## src/rtl/uart_defs.sv

```systemverilog
// Shared UART definitions: default line parameters, bit-timing derivation and
// receiver state encoding, common to uart_tx and uart_rx.
package uart_defs;

    localparam int DEF_CLK_FREQ = 50_000_000;
    localparam int DEF_BAUD     = 9600;

    typedef enum logic [1:0] {
        S_IDLE  = 2'd0,
        S_START = 2'd1,
        S_DATA  = 2'd2,
        S_STOP  = 2'd3
    } rx_state_t;

    function automatic int calc_baud_cnt(input int clk_freq, input int baud);
        return clk_freq / baud;
    endfunction

    function automatic int calc_half_cnt(input int clk_freq, input int baud);
        return calc_baud_cnt(clk_freq, baud) / 2;
    endfunction

endpackage

```

## src/rtl/uart_rx_sync.sv

```systemverilog
// Serial-line synchronizer with falling-edge detect. Edges are only reported once
// the synchronized line has been seen high after reset.
module uart_rx_sync (
    input  logic clk,
    input  logic rst,
    input  logic uart_rx_data,
    output logic rx_s,
    output logic start_edge
);

    logic       meta;
    logic       rx_s_d;
    logic [1:0] settle;
    logic       armed;

    // Two-stage synchronizer, delay flop, and arming once the real line reads high
    always_ff @(posedge clk or posedge rst) begin
        if (rst) begin
            meta   <= 1'b1;
            rx_s   <= 1'b1;
            rx_s_d <= 1'b1;
            settle <= 2'd0;
            armed  <= 1'b0;
        end else begin
            meta   <= uart_rx_data;
            rx_s   <= meta;
            rx_s_d <= rx_s;
            if (settle != 2'd2) begin
                settle <= settle + 2'd1;
            end else begin
                settle <= settle;
            end
            // The reset value of the flops says nothing about the line, so wait
            // until rx_s carries a real sample before trusting a falling edge.
            armed <= armed | ((settle == 2'd2) & rx_s);
        end
    end

    assign start_edge = armed & rx_s_d & ~rx_s;

endmodule

```

## src/rtl/uart_rx.sv

```systemverilog
// 8N1 UART receiver: mid-bit sampling FSM feeding a one-entry valid/ready
// output register with framing-error and overrun pulses.
module uart_rx
    import uart_defs::*;
#(
    parameter int CLK_FREQ = DEF_CLK_FREQ,
    parameter int BAUD     = DEF_BAUD
) (
    input  logic       clk,
    input  logic       rst,
    input  logic       uart_rx_data,
    output logic       rx_valid,
    input  logic       rx_ready,
    output logic [7:0] rx_data,
    output logic       rx_frame_err,
    output logic       rx_overrun
);

    localparam int BAUD_CNT = calc_baud_cnt(CLK_FREQ, BAUD);
    localparam int HALF_CNT = calc_half_cnt(CLK_FREQ, BAUD);
    localparam int CNT_W    = $clog2(BAUD_CNT);
    localparam logic [CNT_W-1:0] BAUD_LAST = CNT_W'(BAUD_CNT - 1);
    localparam logic [CNT_W-1:0] HALF_LAST = CNT_W'(HALF_CNT - 1);

    logic             rx_s;
    logic             start_edge;
    rx_state_t        state, state_nx;
    logic [CNT_W-1:0] cnt, cnt_nx;
    logic [2:0]       bit_cnt, bit_cnt_nx;
    logic [7:0]       shift, shift_nx;
    logic             good_frame;
    logic             bad_frame;

    uart_rx_sync u_sync (
        .clk          (clk),
        .rst          (rst),
        .uart_rx_data (uart_rx_data),
        .rx_s         (rx_s),
        .start_edge   (start_edge)
    );

    // FSM state, baud counter, bit counter and shift register
    always_ff @(posedge clk or posedge rst) begin
        if (rst) begin
            state   <= S_IDLE;
            cnt     <= '0;
            bit_cnt <= 3'd0;
            shift   <= 8'h00;
        end else begin
            state   <= state_nx;
            cnt     <= cnt_nx;
            bit_cnt <= bit_cnt_nx;
            shift   <= shift_nx;
        end
    end

    // Next-state logic; the counter reloads at every sample point
    always_comb begin
        state_nx   = state;
        cnt_nx     = cnt + CNT_W'(1);
        bit_cnt_nx = bit_cnt;
        shift_nx   = shift;
        good_frame = 1'b0;
        bad_frame  = 1'b0;
        case (state)
            S_IDLE: begin
                cnt_nx = '0;
                if (start_edge) begin
                    state_nx   = S_START;
                    bit_cnt_nx = 3'd0;
                end else begin
                    state_nx = S_IDLE;
                end
            end
            S_START: begin
                if (cnt == HALF_LAST) begin
                    cnt_nx   = '0;
                    state_nx = rx_s ? S_IDLE : S_DATA;
                end else begin
                    state_nx = S_START;
                end
            end
            S_DATA: begin
                if (cnt == BAUD_LAST) begin
                    cnt_nx     = '0;
                    shift_nx   = {rx_s, shift[7:1]};
                    bit_cnt_nx = bit_cnt + 3'd1;
                    state_nx   = (bit_cnt == 3'd7) ? S_STOP : S_DATA;
                end else begin
                    state_nx = S_DATA;
                end
            end
            S_STOP: begin
                if (cnt == BAUD_LAST) begin
                    // Leave at mid-stop-bit so a back-to-back start edge is caught
                    cnt_nx     = '0;
                    state_nx   = S_IDLE;
                    good_frame = rx_s;
                    bad_frame  = ~rx_s;
                end else begin
                    state_nx = S_STOP;
                end
            end
            default: begin
                state_nx = S_IDLE;
                cnt_nx   = '0;
            end
        endcase
    end

    // Output register: load, consume, drop-on-full and error pulses
    always_ff @(posedge clk or posedge rst) begin
        if (rst) begin
            rx_valid     <= 1'b0;
            rx_data      <= 8'h00;
            rx_frame_err <= 1'b0;
            rx_overrun   <= 1'b0;
        end else begin
            rx_frame_err <= bad_frame;
            rx_overrun   <= 1'b0;
            if (good_frame) begin
                if (!rx_valid || rx_ready) begin
                    rx_data  <= shift;
                    rx_valid <= 1'b1;
                end else begin
                    rx_overrun <= 1'b1;
                end
            end else if (rx_valid && rx_ready) begin
                rx_valid <= 1'b0;
            end else begin
                rx_valid <= rx_valid;
            end
        end
    end

endmodule

```

## config.mk

```make
export PLATFORM = sky130hd
export DESIGN_NAME = uart_rx
export DESIGN_NICKNAME = d
export VERILOG_FILES = /design/src/rtl/uart_defs.sv /design/src/rtl/uart_rx_sync.sv /design/src/rtl/uart_rx.sv
export SDC_FILE = /design/constraint.sdc
export NUM_CORES = 1
export LEC_CHECK = 0
export CAP_MARGIN = 0
export CORE_ASPECT_RATIO = 0.7
export CORE_MARGIN = 2
export CORE_UTILIZATION = 51
export CTS_CLUSTER_DIAMETER = 200
export CTS_CLUSTER_SIZE = 30
export DETAILED_ROUTE_END_ITERATION = 12
export GPL_ROUTABILITY_DRIVEN = 0
export PLACE_DENSITY = 0.84
export SLEW_MARGIN = 20
export SYNTH_ARGS = -nofsm -noshare
export SYNTH_HDL_FRONTEND = slang
export SYNTH_SLANG_ARGS = --single-unit
```

## constraint.sdc

```tcl
create_clock -name clk -period 2.05 [get_ports clk]
set_clock_uncertainty 0.15 [all_clocks]
set_input_delay 0.205 -clock clk [delete_from_list [all_inputs] [get_ports clk]]
set_output_delay 0.205 -clock clk [all_outputs]
set_load 0.02 [all_outputs]
```

Fig. 1: drive-strength map
(4 px per µm)
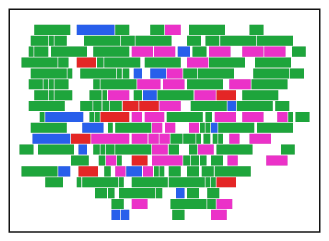
| size | color | cells | most used |
|---|---|---|---|
| _3 and _4 cells | magenta | 39 | mux2_4 |
| _6 and larger | red | 9 | clkbuf_8 |
| _2 cells | blue | 16 | nor2_2 |
| _0 and _1 cells | green | 124 | dfrtp_1 |

Fig. 2: where the registers sit
(4 px per µm) Other sequential cells in the stronger gray, the rest of the logic in the fainter gray.
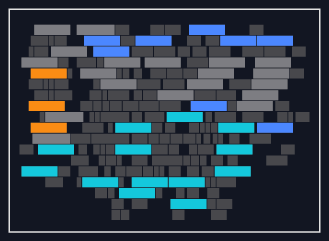
| name in the netlist | color | placed flops |
|---|---|---|
| bit_cnt | orange | 3 |
| cnt | cyan | 13 |
| rx_data | blue | 8 |
not colored: 19

Fig. 3: PDN straps and rails
(6 px per µm) Pins as bars on the die edge.
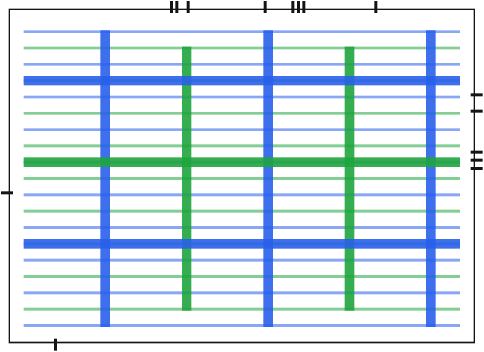
| net | color |
|---|---|
| VDD | green |
| VSS | blue |
met4 straps: 5
signal pins: 15
met5 straps: 3
rows: 18
met1 rails: 19

==> Changelog: implementation <==
### Metrics

* Status: finished, violations left
* Failing checks: negative setup slack
* # nets final at 195
* Number of iterations in the first detailed-routing pass at 4
* CP Launch Type: flop
* Core area at 3560 µm²
* Final Hold Viols at 0
* CP top delay family: simple AND/OR/NAND/NOR gates
* Reg2reg setup slack at -0.18 ns
* CTS Buffer Depth at 2
* Crit. End Element: flop
* Via count at approximately 1300
* Kind of critical path: reg -> reg
* Core Util at FP at 0.539
* Avg Cell Area, Syn at 12.4 µm²
* Synthesized Nets at 163
* Max Clk Rate at between 400 and 500 MHz
* Top cell excl fill/tap: dfrtp_1
* Average routed wire per standard cell at approximately 17 µm
* Clock Power Share at 0.305
* Comb power frac at 0.169
* Die H at 55.3 µm
* CP Max Fanout at 9
* PwrDens at between 700 and 800 nW/µm²
* Switch share at 0.276
* Metal2 WL at 2130 µm
* Worst min path class: in -> reg
* Flop share of the area at 0.443
* Final Max Tran Viols at 0
* Ys flop type: dfrtp_1
* Chip Area, Yosys at 1920 µm²
* Hold path start: uart_rx_data
* # rows at 18
* R2R depth at 4
* R2r startpoint: cnt[3]
* Flops out of synthesis at 43
* Number of I/O port buffers at 14
* Die X at 77.3 µm
* Gr busiest metal: met2
* Pin count of the biggest net entering global routing at 44
* Tot Pwr at 1.81 mW
* Final ANT Viol Nets at 0
* Seq pwr share at 0.526
* Diode count at 0
* Total CTS buffers at 5
* Wire length on met3 at 185 µm
* Comb group at just over 0.3 mW
* Non-clk buf share at 0.112
* Synth Seq Share at 0.563
* Post-Syn Area at 1920 µm²
* Largest class: registers
* Count leader, synth: dfrtp_1
* Reg2reg end: shift[6]
* Met2 Usage GRT at 0.333
* Drt first-iter violations at 110
* Top cells by count: dfrtp_1 (40), nor2_1 (16), nand2_1 (11)
* Hold-fix buffers, CTS at 0
* First-pass GRT wire length at 6480 µm
* Top routing layer in use: met4
* HPWL Detailed at ~2700 µm
* Internal at 1.31 mW
* GRT met1 Usage at 0.254
* Min setup slack post-route at -0.181 ns
* Top power group: sequential cells
* Most frequent cells in the layout: dfrtp_1 (40), mux2_4 (15), clkdlybuf4s50_1 (14)
* Net Sw Power at about 0.50 mW
* Slowest-stage cell, CP: or4b_4
* Drt via density at 5.45
* Met3 usage at 0.0490
* Clock sink count at 43
* Crit share post-route at 1.09
* Unique cell types at 34
* Yosys warns at 0
* Met1 Wirelength at 1740 µm
* Layout cells sized above 1 at 0.340
* Finished Cell Area at 2430 µm²
* Crit path cell chain: or4b_4 -> nor4_4 -> and3_4 -> mux2_2
* Worst Path Arrival at 2.28 ns
* Signal buffers at 29
* CTS H-tree lvls at 2
* CP peak stage delay at 0.55 ns
* Number of cells in Yosys stat at 155
* Slew headroom at 0.653
* Tool warnings at 29
* Clock-pin slew on the worst setup and hold paths at 0.08 ns
* Finish-stage setup viols at 33
* P&R area growth vs syn at 27.0%
* Post-synth EDFFs at 0
* DRC at 0
* Hold_ws at 0.161 ns
* Die area at 4270 µm²
* Seq. pwr at 0.954 mW
* Placed insts at 227
* Least-Margin Pin Slew at 0.521 ns
* Latency at later pin at 0.30 ns
* Req. time, crit path at roughly 2.1 ns
* Clkbuf count at 7
* TritonCTS clock tree: done
* Clk pwr at roughly 0.55 mW
* Initial antenna violation count at 0
Fig. 4: placed standard cells
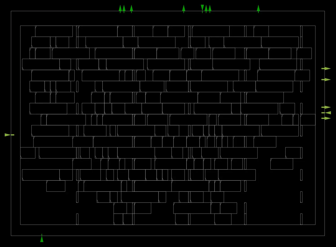
filler instances: 264
Non-Filler Instances: 238
Util after Layout: 0.684
flop count: 43

Fig. 5: signal metal coverage by tile
(4 px per µm) 15 x 11 tiles, from dark purple (low) to yellow (high), scaled to the fullest tile. Values are wire area over tile area, all layers added.
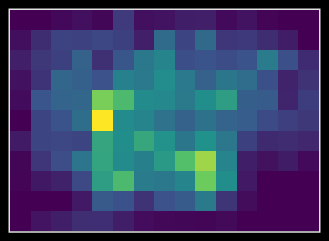
tiles over half the peak: 8.5%
nearly empty tiles: 16%
emptiest ninth of the die: south-east
densest ninth of the die: center

[cells by family after synthesis]
logic type      count (synthesis)  synth area share
fa+ha+maj                       4            0.0261
xor+xnor                       12            0.0548
compound gates                  5            0.0202
buf+inv                        13            0.0398
simple gates                   58             0.167
flops                          43             0.563
mux                            20             0.129
[repair_timing]
action                     4_1_cts  5_1_grt
setup endpoints to repair       33       37
cloned                           1        0
gates resized                    8       33
pin swaps                        6        8
setup buffers                    1        1
[flip-flops by register name, summed over array words and instances, names as in the netlist]
signal / cells
bit_cnt: 3
cnt: 13
rx_data: 8
rx_frame_err: 1
rx_overrun: 1
rx_valid: 1
shift: 8
state: 2
u_sync.armed: 1
u_sync.meta: 1
u_sync.rx_s: 1
u_sync.rx_s_d: 1
u_sync.settle: 2
[through the flow]
step,setup TNS (ns),setup WS [ns]
6_report,-4.58,-0.181
5_1_grt,-6.90,-0.254
4_1_cts,-3.27,-0.158
3_5_place_dp,-3.37,-0.201
3_3_place_gp,-1.77,-0.113
2_1_floorplan,-4.19,-0.218
[how the worst max path moves through the flow]
| stage | from | to | slack (ns) | cells after the start |
|---|---|---|---|---|
| 6_report | cnt[3] | shift[6] | -0.18 | 4 |
| 3_3_place_gp | cnt[3] | rx_data[5] | -0.11 | 4 |
| 3_5_place_dp | cnt[3] | rx_data[2] | -0.20 | 4 |
| 5_1_grt | cnt[3] | bit_cnt[2] | -0.25 | 5 |
| 4_1_cts | cnt[3] | shift[6] | -0.16 | 4 |
| 2_1_floorplan | cnt[3] | rx_data[0] | -0.22 | 5 |
[worst reg2reg max path: stages, from the launching register on]
cell,delay [ns]
dfrtp_1,0.38
or4b_4,0.55
nor4_4,0.35
and3_4,0.35
mux2_2,0.35
Power is estimated from default activity; no workload was simulated.
